### config.mk
export PLATFORM = sky130hd
export DESIGN_NAME = pipe_skid32_flat
export DESIGN_NICKNAME = d
export VERILOG_FILES = /design/src/rtl/pipe_skid32_pkg.sv /design/src/rtl/pipe_skid32_if.sv /design/src/rtl/pipe_skid32_ctl.sv /design/src/rtl/pipe_skid32.sv /design/src/flat_wrapper.sv
export SDC_FILE = /design/constraint.sdc
export NUM_CORES = 1
export LEC_CHECK = 0
export CAP_MARGIN = 20
export CORE_MARGIN = 10
export CORE_UTILIZATION = 45
export CTS_CLUSTER_SIZE = 16
export DETAILED_ROUTE_END_ITERATION = 7
export MAX_ROUTING_LAYER = met4
export PLACE_DENSITY = 0.76
export RECOVER_POWER = 50
export SLEW_MARGIN = 40
export SYNTH_ARGS = -nofsm -noshare
export SYNTH_HDL_FRONTEND = slang
export SYNTH_SLANG_ARGS = --single-unit
### constraint.sdc
create_clock -name clk -period 1.75 [get_ports clk]
set_clock_uncertainty 0.05 [all_clocks]
set_input_delay 0.175 -clock clk [delete_from_list [all_inputs] [get_ports clk]]
set_output_delay 0.175 -clock clk [all_outputs]
set_load 0.005 [all_outputs]
### src/rtl/pipe_skid32_pkg.sv
// Shared definitions for the two-entry elastic pipeline register:
// payload width and the {sv,mv} occupancy encoding.
package pipe_pkg;

    // Payload width; the storage is built from 32-bit enable-flop banks.
    localparam int WIDTH = 32;

    // Occupancy encoding {sv,mv}. 2'b10 is illegal and decodes as EMPTY.
    typedef enum logic [1:0] {
        EMPTY = 2'b00,
        ONE   = 2'b01,
        TWO   = 2'b11
    } state_e;

endpackage

### src/rtl/pipe_skid32_if.sv
// Upstream/downstream valid-ready bus for pipe_skid32.
//
// Handshake: a word moves on a side only in a cycle where valid and ready
// are both high at the rising edge (in_fire / out_fire). A sender that
// raises valid holds valid and data stable until that fire happens. ready
// may be asserted without valid and carries no obligation on its own.
interface pipe_skid32_if;
    import pipe_pkg::*;

    logic             in_valid;
    logic             in_ready;
    logic [WIDTH-1:0] in_data;
    logic             out_valid;
    logic             out_ready;
    logic [WIDTH-1:0] out_data;

    // Producer-side view: drives upstream payload, consumes downstream words.
    modport master (
        output in_valid, in_data, out_ready,
        input  in_ready, out_valid, out_data
    );

    // The pipeline register itself.
    modport slave (
        input  in_valid, in_data, out_ready,
        output in_ready, out_valid, out_data
    );
endinterface

### src/rtl/pipe_skid32_ctl.sv
// Control FSM for the main/skid pair. The occupancy bits mv/sv are the
// state register, so the state is visible directly on the mv/sv outputs.
// in_ready is ~sv, a pure flop output with no path from out_ready.
module skid_ctl
    import pipe_pkg::*;
(
    input  logic clk,
    input  logic r,
    input  logic flush,
    input  logic in_valid,
    input  logic out_ready,
    output logic mv,
    output logic sv,
    output logic ld_main,
    output logic main_sel,   // 0 = in_data, 1 = skid
    output logic ld_skid
);

    logic   mv_q, mv_d;
    logic   sv_q, sv_d;
    logic   in_fire;
    logic   out_fire;
    state_e state_d;

    // Next occupancy and data-register load enables.
    always_comb begin
        in_fire  = in_valid & ~sv_q;
        out_fire = mv_q & out_ready;
        state_d  = EMPTY;
        ld_main  = 1'b0;
        main_sel = 1'b0;
        ld_skid  = 1'b0;

        case ({sv_q, mv_q})
            ONE: begin
                if (in_fire && out_fire) begin
                    ld_main = 1'b1;
                    state_d = ONE;
                end else if (out_fire) begin
                    state_d = EMPTY;
                end else if (in_fire) begin
                    ld_skid = 1'b1;
                    state_d = TWO;
                end else begin
                    state_d = ONE;
                end
            end
            TWO: begin
                // in_ready is low here, so only the drain can happen.
                if (out_fire) begin
                    ld_main  = 1'b1;
                    main_sel = 1'b1;
                    state_d  = ONE;
                end else begin
                    state_d = TWO;
                end
            end
            default: begin
                // EMPTY, and the illegal 2'b10 which recovers as EMPTY.
                if (in_fire) begin
                    ld_main = 1'b1;
                    state_d = ONE;
                end
            end
        endcase

        // Flush squashes everything and must not disturb the data banks.
        if (flush) begin
            state_d  = EMPTY;
            ld_main  = 1'b0;
            main_sel = 1'b0;
            ld_skid  = 1'b0;
        end

        mv_d = state_d[0];
        sv_d = state_d[1];
    end

    // Occupancy flops, cleared asynchronously by r.
    always_ff @(posedge clk or negedge r) begin
        if (!r) begin
            mv_q <= 1'b0;
            sv_q <= 1'b0;
        end else begin
            mv_q <= mv_d;
            sv_q <= sv_d;
        end
    end

    assign mv = mv_q;
    assign sv = sv_q;

endmodule

### src/rtl/pipe_skid32.sv
// Two-entry elastic pipeline register (main + skid) for a 32-bit payload.
// out_data always shows the main entry; the skid entry catches the word
// accepted in the cycle the consumer stalls.
module pipe_skid32 #(
    parameter int WIDTH = 32   // only 32 is supported by the flop banks
) (
    input  logic               clk,
    input  logic               r,
    input  logic               flush,
    pipe_skid32_if.slave       bus
);

    logic             mv;
    logic             sv;
    logic             ld_main;
    logic             main_sel;
    logic             ld_skid;
    logic [WIDTH-1:0] main_q, main_d;
    logic [WIDTH-1:0] skid_q, skid_d;

    skid_ctl u_ctl (
        .clk       (clk),
        .r         (r),
        .flush     (flush),
        .in_valid  (bus.in_valid),
        .out_ready (bus.out_ready),
        .mv        (mv),
        .sv        (sv),
        .ld_main   (ld_main),
        .main_sel  (main_sel),
        .ld_skid   (ld_skid)
    );

    // Enable-flop bank inputs: main takes in_data or the skid word.
    always_comb begin
        main_d = main_q;
        skid_d = skid_q;
        if (ld_main) begin
            main_d = main_sel ? skid_q : bus.in_data;
        end
        if (ld_skid) begin
            skid_d = bus.in_data;
        end
    end

    // Main and skid payload banks; only reset ever clears them.
    always_ff @(posedge clk or negedge r) begin
        if (!r) begin
            main_q <= '0;
            skid_q <= '0;
        end else begin
            main_q <= main_d;
            skid_q <= skid_d;
        end
    end

    assign bus.out_valid = mv;
    assign bus.in_ready  = ~sv;
    assign bus.out_data  = main_q;

endmodule

### src/flat_wrapper.sv
// flat-port wrapper written by rule: the top's interface ports become plain ports
module pipe_skid32_flat 
#(
    parameter int WIDTH = 32                                            
)
  (clk, r, flush, bus_in_valid, bus_in_data, bus_out_ready, bus_in_ready, bus_out_valid, bus_out_data);
  pipe_skid32_if bus_i ();
  input  logic clk;
  input  logic r;
  input  logic flush;
  input wire logic [$bits(bus_i.in_valid)-1:0] bus_in_valid;
  input wire logic [$bits(bus_i.in_data)-1:0] bus_in_data;
  input wire logic [$bits(bus_i.out_ready)-1:0] bus_out_ready;
  output wire logic [$bits(bus_i.in_ready)-1:0] bus_in_ready;
  output wire logic [$bits(bus_i.out_valid)-1:0] bus_out_valid;
  output wire logic [$bits(bus_i.out_data)-1:0] bus_out_data;
  assign bus_i.in_valid = bus_in_valid;
  assign bus_i.in_data = bus_in_data;
  assign bus_i.out_ready = bus_out_ready;
  assign bus_in_ready = bus_i.in_ready;
  assign bus_out_valid = bus_i.out_valid;
  assign bus_out_data = bus_i.out_data;
  pipe_skid32 #(.WIDTH(WIDTH)) u_core (.clk(clk), .r(r), .flush(flush), .bus(bus_i));
endmodule
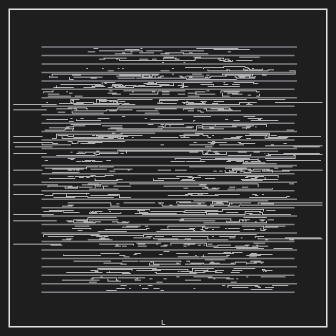
Figure 1: run 1, signal wires on met1.
Supply wires on this layer in grey.
wire length on this layer: 3920 um
main direction: horizontal
share of all routed wire: 50%
Routed WL: 7.88 mm
via count: 1895

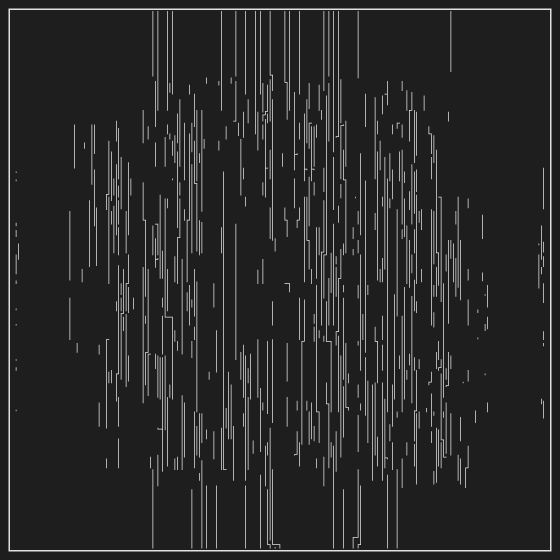
Figure 2: run 1, signal wires on met2.
longest straight run: 56.1 um
main direction: vertical
share of all routed wire: 46%
met2 usage: 21.0%

==> impl_metrics.py, run 1 <==
# Synthesis and PnR figures
metrics = {
    "run_status": {
        "outcome": "complete, but fails checks",
        "violations": "setup timing",
    },
    "placed_design": {
        "portBuffers": 70,
        "place_hpwl_mm": 4.26,
    },
    "yosys": {
        "synth_seq_share_pct": 55.0,
        "area_leaders": "dfrtp_1 55%, mux2_2 25%, mux2_4 15%, buf_2 1.2%, buf_6 1.1%",
        "ys.flop_type": "dfrtp_1",
        "ys_warn_count": 0,
        "syn_area_per_cell_um2": 16.4,
    },
    "detailed_routing": {
        "via_per_inst": 5.23,
        "wire_per_inst_um": 21.8,
        "post-route-drc-count": 0,
    },
    "final_timing": {
        "tightest_slew_ns": 0.929,
        "setup_viol": 64,
        "max_freq_mhz": 540,
        "finalWorstSetupSlack_ns": -0.101,
    },
    "grt": {
        "antenna_found_initial": 0,
        "use_met1_pct": 20.1,
        "top_usage_layer": "met2",
        "grt_first_pass_wirelength_mm": 11.5,
    },
    "clock_tree": {
        "cts_buffer_depth": 2,
        "numCtsBuffers": 9,
        "root_buffer": "clkbuf_8",
        "cts.htree.levels": 3,
    },
    "job": {
        "cap_violations": 0,
    },
    "final_layout": {
        "drive_above_1_share_pct": 49.5,
        "area_growth_pct": 49.7,
        "nets": 317,
        "antennaDiodeCount": 0,
    },
    "power_and_ir_drop": {
        "finalPower_mw": 4.40,
    },
    "setup_path": {
        "endpoint_kind": "register",
        "cp_max_fo": 11,
        "required_ns": 1.91,
    },
    "die": {
        "die_h_um": 102,
        "core_area_mm2": 0.00642,
        "floorplan.core_util_pct": 46.8,
    },
}
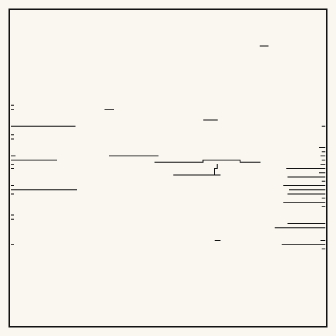
Figure 3: run 1, met3 routing.
wire length on this layer: 273 um
share of all routed wire: 3.5%
nets with wire on the layer: 38
longest straight run: 20.9 um
GR Util met3: 3.54%

## run 1: sequential cells by signal (all words and copies together) (netlist names)
register             cells
u_core.bus.out_data     32
u_core.u_ctl.mv          1
u_core.u_ctl.sv          1
u_core.skid_q           32
## run 1: final cells by class
type                       instances  area [um2]
inverter                           2        7.51
sequential                        66        1650
clock inverter                     2        10.0
tap                               77        96.3
clock buffer                      14         173
fill                             421        1930
timing repair buffer              96        1080
multi-input combinational        105        1470
## run 1: worst paths after layout
path                       depth (start not counted)  slack (ns)                 endpoint                    start
hold reg to reg                                    1        0.46  u_core.bus.out_data[20]  u_core.bus.out_data[20]
setup reg to reg                                   4       -0.10        u_core.skid_q[20]          u_core.u_ctl.sv
min in group asynchronous                          3        0.58         u_core.skid_q[6]                        r
setup / recovery                                   4       -0.10        u_core.skid_q[20]          u_core.u_ctl.sv
max in group asynchronous                          3        0.48  u_core.bus.out_data[20]                        r
hold / removal                                     2        0.43        u_core.skid_q[28]          bus_in_data[28]
## run 1: cell families after synthesis
| group | after synthesis | share of synthesized area [%] |
|---|---|---|
| multiplexers | 96 | 39.7 |
| flip-flops | 66 | 55.0 |
| buffers and inverters | 12 | 2.54 |
| AND/OR/NAND/NOR | 6 | 1.46 |
| AND-OR/OR-AND | 3 | 1.25 |
## run 1: stage by stage
stage	worst slack, ns	hold WS [ns]	cell area, um2	utilization (%)	TNS (ns)
floorplan	-0.0135	-0.171	3020	-	-0.352
global placement	-0.404	0.168	3880	60.4	-21.02
detailed placement	-0.428	0.176	3880	60.4	-21.34
CTS	-0.0645	0.354	4280	66.6	-1.96
global route	-0.136	0.432	4500	70.0	-6.04
finish	-0.101	0.431	4500	70.0	-4.38
## run 1: critical path, cell delays in order (launching register included)
cell and delay [ns]:
dfrtp_1 0.41, nand2b_4 0.16, or4b_4 0.62, buf_12 0.20, mux2_4 0.30
## run 1: routing by layer
metal  up-vias  routed length (um)
met5         -                   0
met3         8                 272
met4         0                  87
met2        47                3610
li1        851                   -
met1       989                3920
## run 1: placed cells by master, fill, tap and decap left out, drive strengths merged
| master | Yosys | final |
|---|---|---|
| inv | 2 | 2 |
| clkbuf | 0 | 17 |
| dlygate4sd2 | 0 | 1 |
| clkinv | 0 | 2 |
| dfrtp | 66 | 66 |
| a2111oi | 1 | 1 |
| buf | 10 | 23 |
| o21ai | 1 | 1 |
| dlygate4sd3 | 0 | 1 |
| nor2 | 1 | 1 |
| nor2b | 1 | 1 |
| nor4b | 1 | 1 |
| a21oi | 1 | 1 |
| mux2 | 96 | 96 |
| nand2b | 1 | 1 |
| clkdlybuf4s50 | 0 | 68 |
| or4b | 1 | 1 |
| nand4b | 1 | 1 |
## run 1: timing repair
item,CTS,global route
endpoints found under the setup margin,64,64
gates cloned,4,3
pin swaps,3,2
hold buffers,1,0
gates resized,24,41
setup buffers,5,2
hold endpoints to repair,66,0
## run 1: power by group
part           internal [mW]  switching, mW  leakage (nW)
clock network          0.628          0.569        0.0965
registers               1.86          0.202         0.793
logic                  0.836          0.302          1.25
total                   3.32           1.07          2.14
Figure 4. Signal metal coverage by tile (run 1).
The bar under the picture is 20 um long. The die is cut into 20 by 20 equal tiles; dark purple is low, yellow is high, scaled to the fullest tile. Values are wire area over tile area, all layers added.
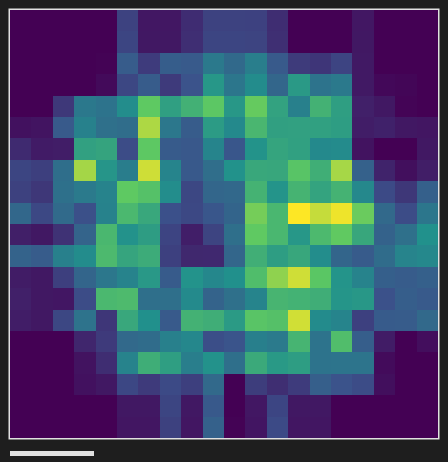

==> inputs of run 2 (changes only) <==
- CORE_UTILIZATION: 45 -> 28
- PLACE_DENSITY: 0.76 -> default
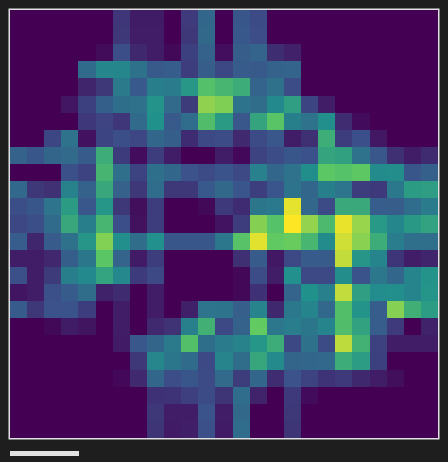
Figure 5: run 2, signal metal coverage by tile.
The bar under the picture is 20 um long. The die is cut into 25 by 25 equal tiles; dark purple is low, yellow is high, scaled to the fullest tile. Values are wire area over tile area, all layers added.
emptiest ninth of the die: lower left
fullest tile: 0.33
mean over tiles: 0.073

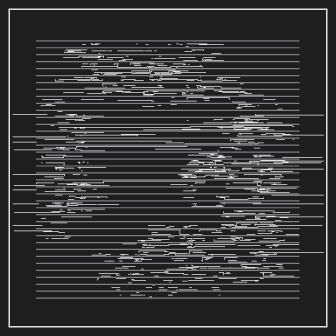
Figure 6: run 2, signal wires on met1.
Supply wires on this layer in grey.
share of all routed wire: 49%
main direction: horizontal
wire length on this layer: 3510 um
nets with wire on the layer: 284
longest straight run: 51.5 um
via count: 1847
Routed WL: 7.19 mm
grt met1 use: 12.3%

==> run 2 against run 1 <==
  * The flow now finishes without violations
  * Utilization is 28 points lower
  * Critical path type unchanged
  * First-iteration DRC count is 52% lower
  * Wire length is 8.8% lower
==> impl_metrics.py, run 2 <==
# Synthesis and PnR figures
metrics = {
    "placed_design": {
        "place_hpwl_mm": 4.48,
        "place_area_mm2": 0.00395,
    },
    "final_layout": {
        "area_growth_pct": 44.2,
        "fin_util_pct": 41.8,
        "flop_area_mm2": 0.00165,
        "layout_top_cells": "69 x clkdlybuf4s50_1, 66 x dfrtp_1, 48 x mux2_4, 48 x mux2_2, 9 x clkbuf_8",
        "layout_top_cell": "clkdlybuf4s50_1",
        "fin_area_mm2": 0.00433,
        "antennaDiodeCount": 0,
        "drive_above_1_share_pct": 48.4,
        "comb_area_mm2": 0.00136,
        "nFillCells": 972,
    },
    "setup_path": {
        "rr_worst_depth": 4,
        "cp_slowest_cell": "or4b_4",
        "required_ns": 1.92,
        "r2r_slack_ns": 0.006,
        "crit_chain": "nand2b_4 > or4b_4 > buf_12 > mux2_4",
        "cp_max_fo": 18,
    },
    "yosys": {
        "syn_area_per_cell_um2": 16.4,
        "synth_seq_share_pct": 55.0,
        "ys.flop_type": "dfrtp_1",
        "area_leaders": "dfrtp_1 55%, mux2_2 25%, mux2_4 15%, buf_2 1.2%, buf_6 1.1%",
    },
    "final_timing": {
        "max_freq_mhz": 574,
        "tightest_slew_ns": 0.902,
        "fin_worst_hold_slack_ns": 0.427,
        "setup_viol": 0,
    },
    "grt": {
        "antenna_found_initial": 0,
    },
    "job": {
        "cap_violations": 0,
    },
    "worst_hold_path": {
        "worstHoldPathCells": 2,
        "hold_end": "u_core.skid_q[22]",
        "min_from": "bus_in_data[22]",
    },
    "clock_tree": {
        "root_buffer": "clkbuf_8",
        "numCtsBuffers": 9,
    },
    "die": {
        "floorplan.core_util_pct": 29.0,
    },
    "run_status": {
        "outcome": "finished clean",
    },
}
run 2: cell counts after synthesis:
Identical to the previous run, type by type.
run 2: what timing repair did:
item,CTS,global route
hold buffers,1,0
setup buffers,1,3
hold endpoints to repair,66,0
pin swaps,2,1
gates resized,17,15
gates cloned,1,3
endpoints found under the setup margin,64,44
run 2: logic make-up (layout without fill, tap and decap cells):
| family | count (synthesis) | after routing | share of synthesized area [%] |
|---|---|---|---|
| AND/OR/NAND/NOR | 6 | 6 | 1.46 |
| multiplexers | 96 | 96 | 39.7 |
| buffers and inverters | 12 | 108 | 2.54 |
| AND-OR/OR-AND | 3 | 3 | 1.25 |
| flip-flops | 66 | 66 | 55.0 |
run 2: cell type report:
class,count,area share [%]
Tap cell,136,3.93
Clock buffer,11,3.03
Timing Repair Buffer,91,22.8
Clock inverter,4,0.462
Multi-Input combinational cell,105,31.5
Inverter,2,0.173
Sequential cell,66,38.1
run 2: power breakdown:
part | switching [mW] | internal (mW)
logic | 0.278 | 0.778
registers | 0.181 | 1.86
clock network | 0.555 | 0.497
total | 1.01 | 3.13
run 2: worst max-delay path: cells and delay by family, from the launching register on:
family	cells	cell delay, ns
buf+inv	1	0.19
flops	1	0.40
mux	1	0.31
simple gates	2	0.67
run 2: worst max path at each step:
stage / to / start / slack [ns]
4_1_cts: u_core.bus.out_data[4] / u_core.u_ctl.sv / -0.05
2_1_floorplan: u_core.skid_q[0] / u_core.u_ctl.sv / -0.01
6_report: u_core.skid_q[30] / u_core.u_ctl.sv / 0.006
5_1_grt: u_core.bus.out_data[1] / u_core.u_ctl.sv / -0.04
3_3_place_gp: u_core.skid_q[20] / bus_in_valid / -0.40
3_5_place_dp: u_core.skid_q[30] / bus_in_valid / -0.42
run 2: metrics by stage:
step           power (mW)  setup TNS, ns  worst slack, ns
6_report             4.15              0          0.00639
5_1_grt              4.41         -0.501          -0.0370
4_1_cts              4.19         -0.818          -0.0484
3_5_place_dp         3.04         -21.96           -0.423
3_3_place_gp         3.02         -21.54           -0.395
2_1_floorplan        2.51         -0.352          -0.0135
run 2: metal layers:
| layer | wire length [um] | part of all wire, % | up-vias | track usage, % |
|---|---|---|---|---|
| li1 | - | - | 840 | - |
| met1 | 3510 | 49 | 949 | 12.3 |
| met2 | 3210 | 45 | 49 | 13.9 |
| met3 | 405 | 5.6 | 9 | 3.74 |
| met4 | 68 | 0.95 | 0 | 3.28 |
| met5 | 0 | 0 | - | - |
Power figures rest on the tool's default switching activity, not on a simulated workload.
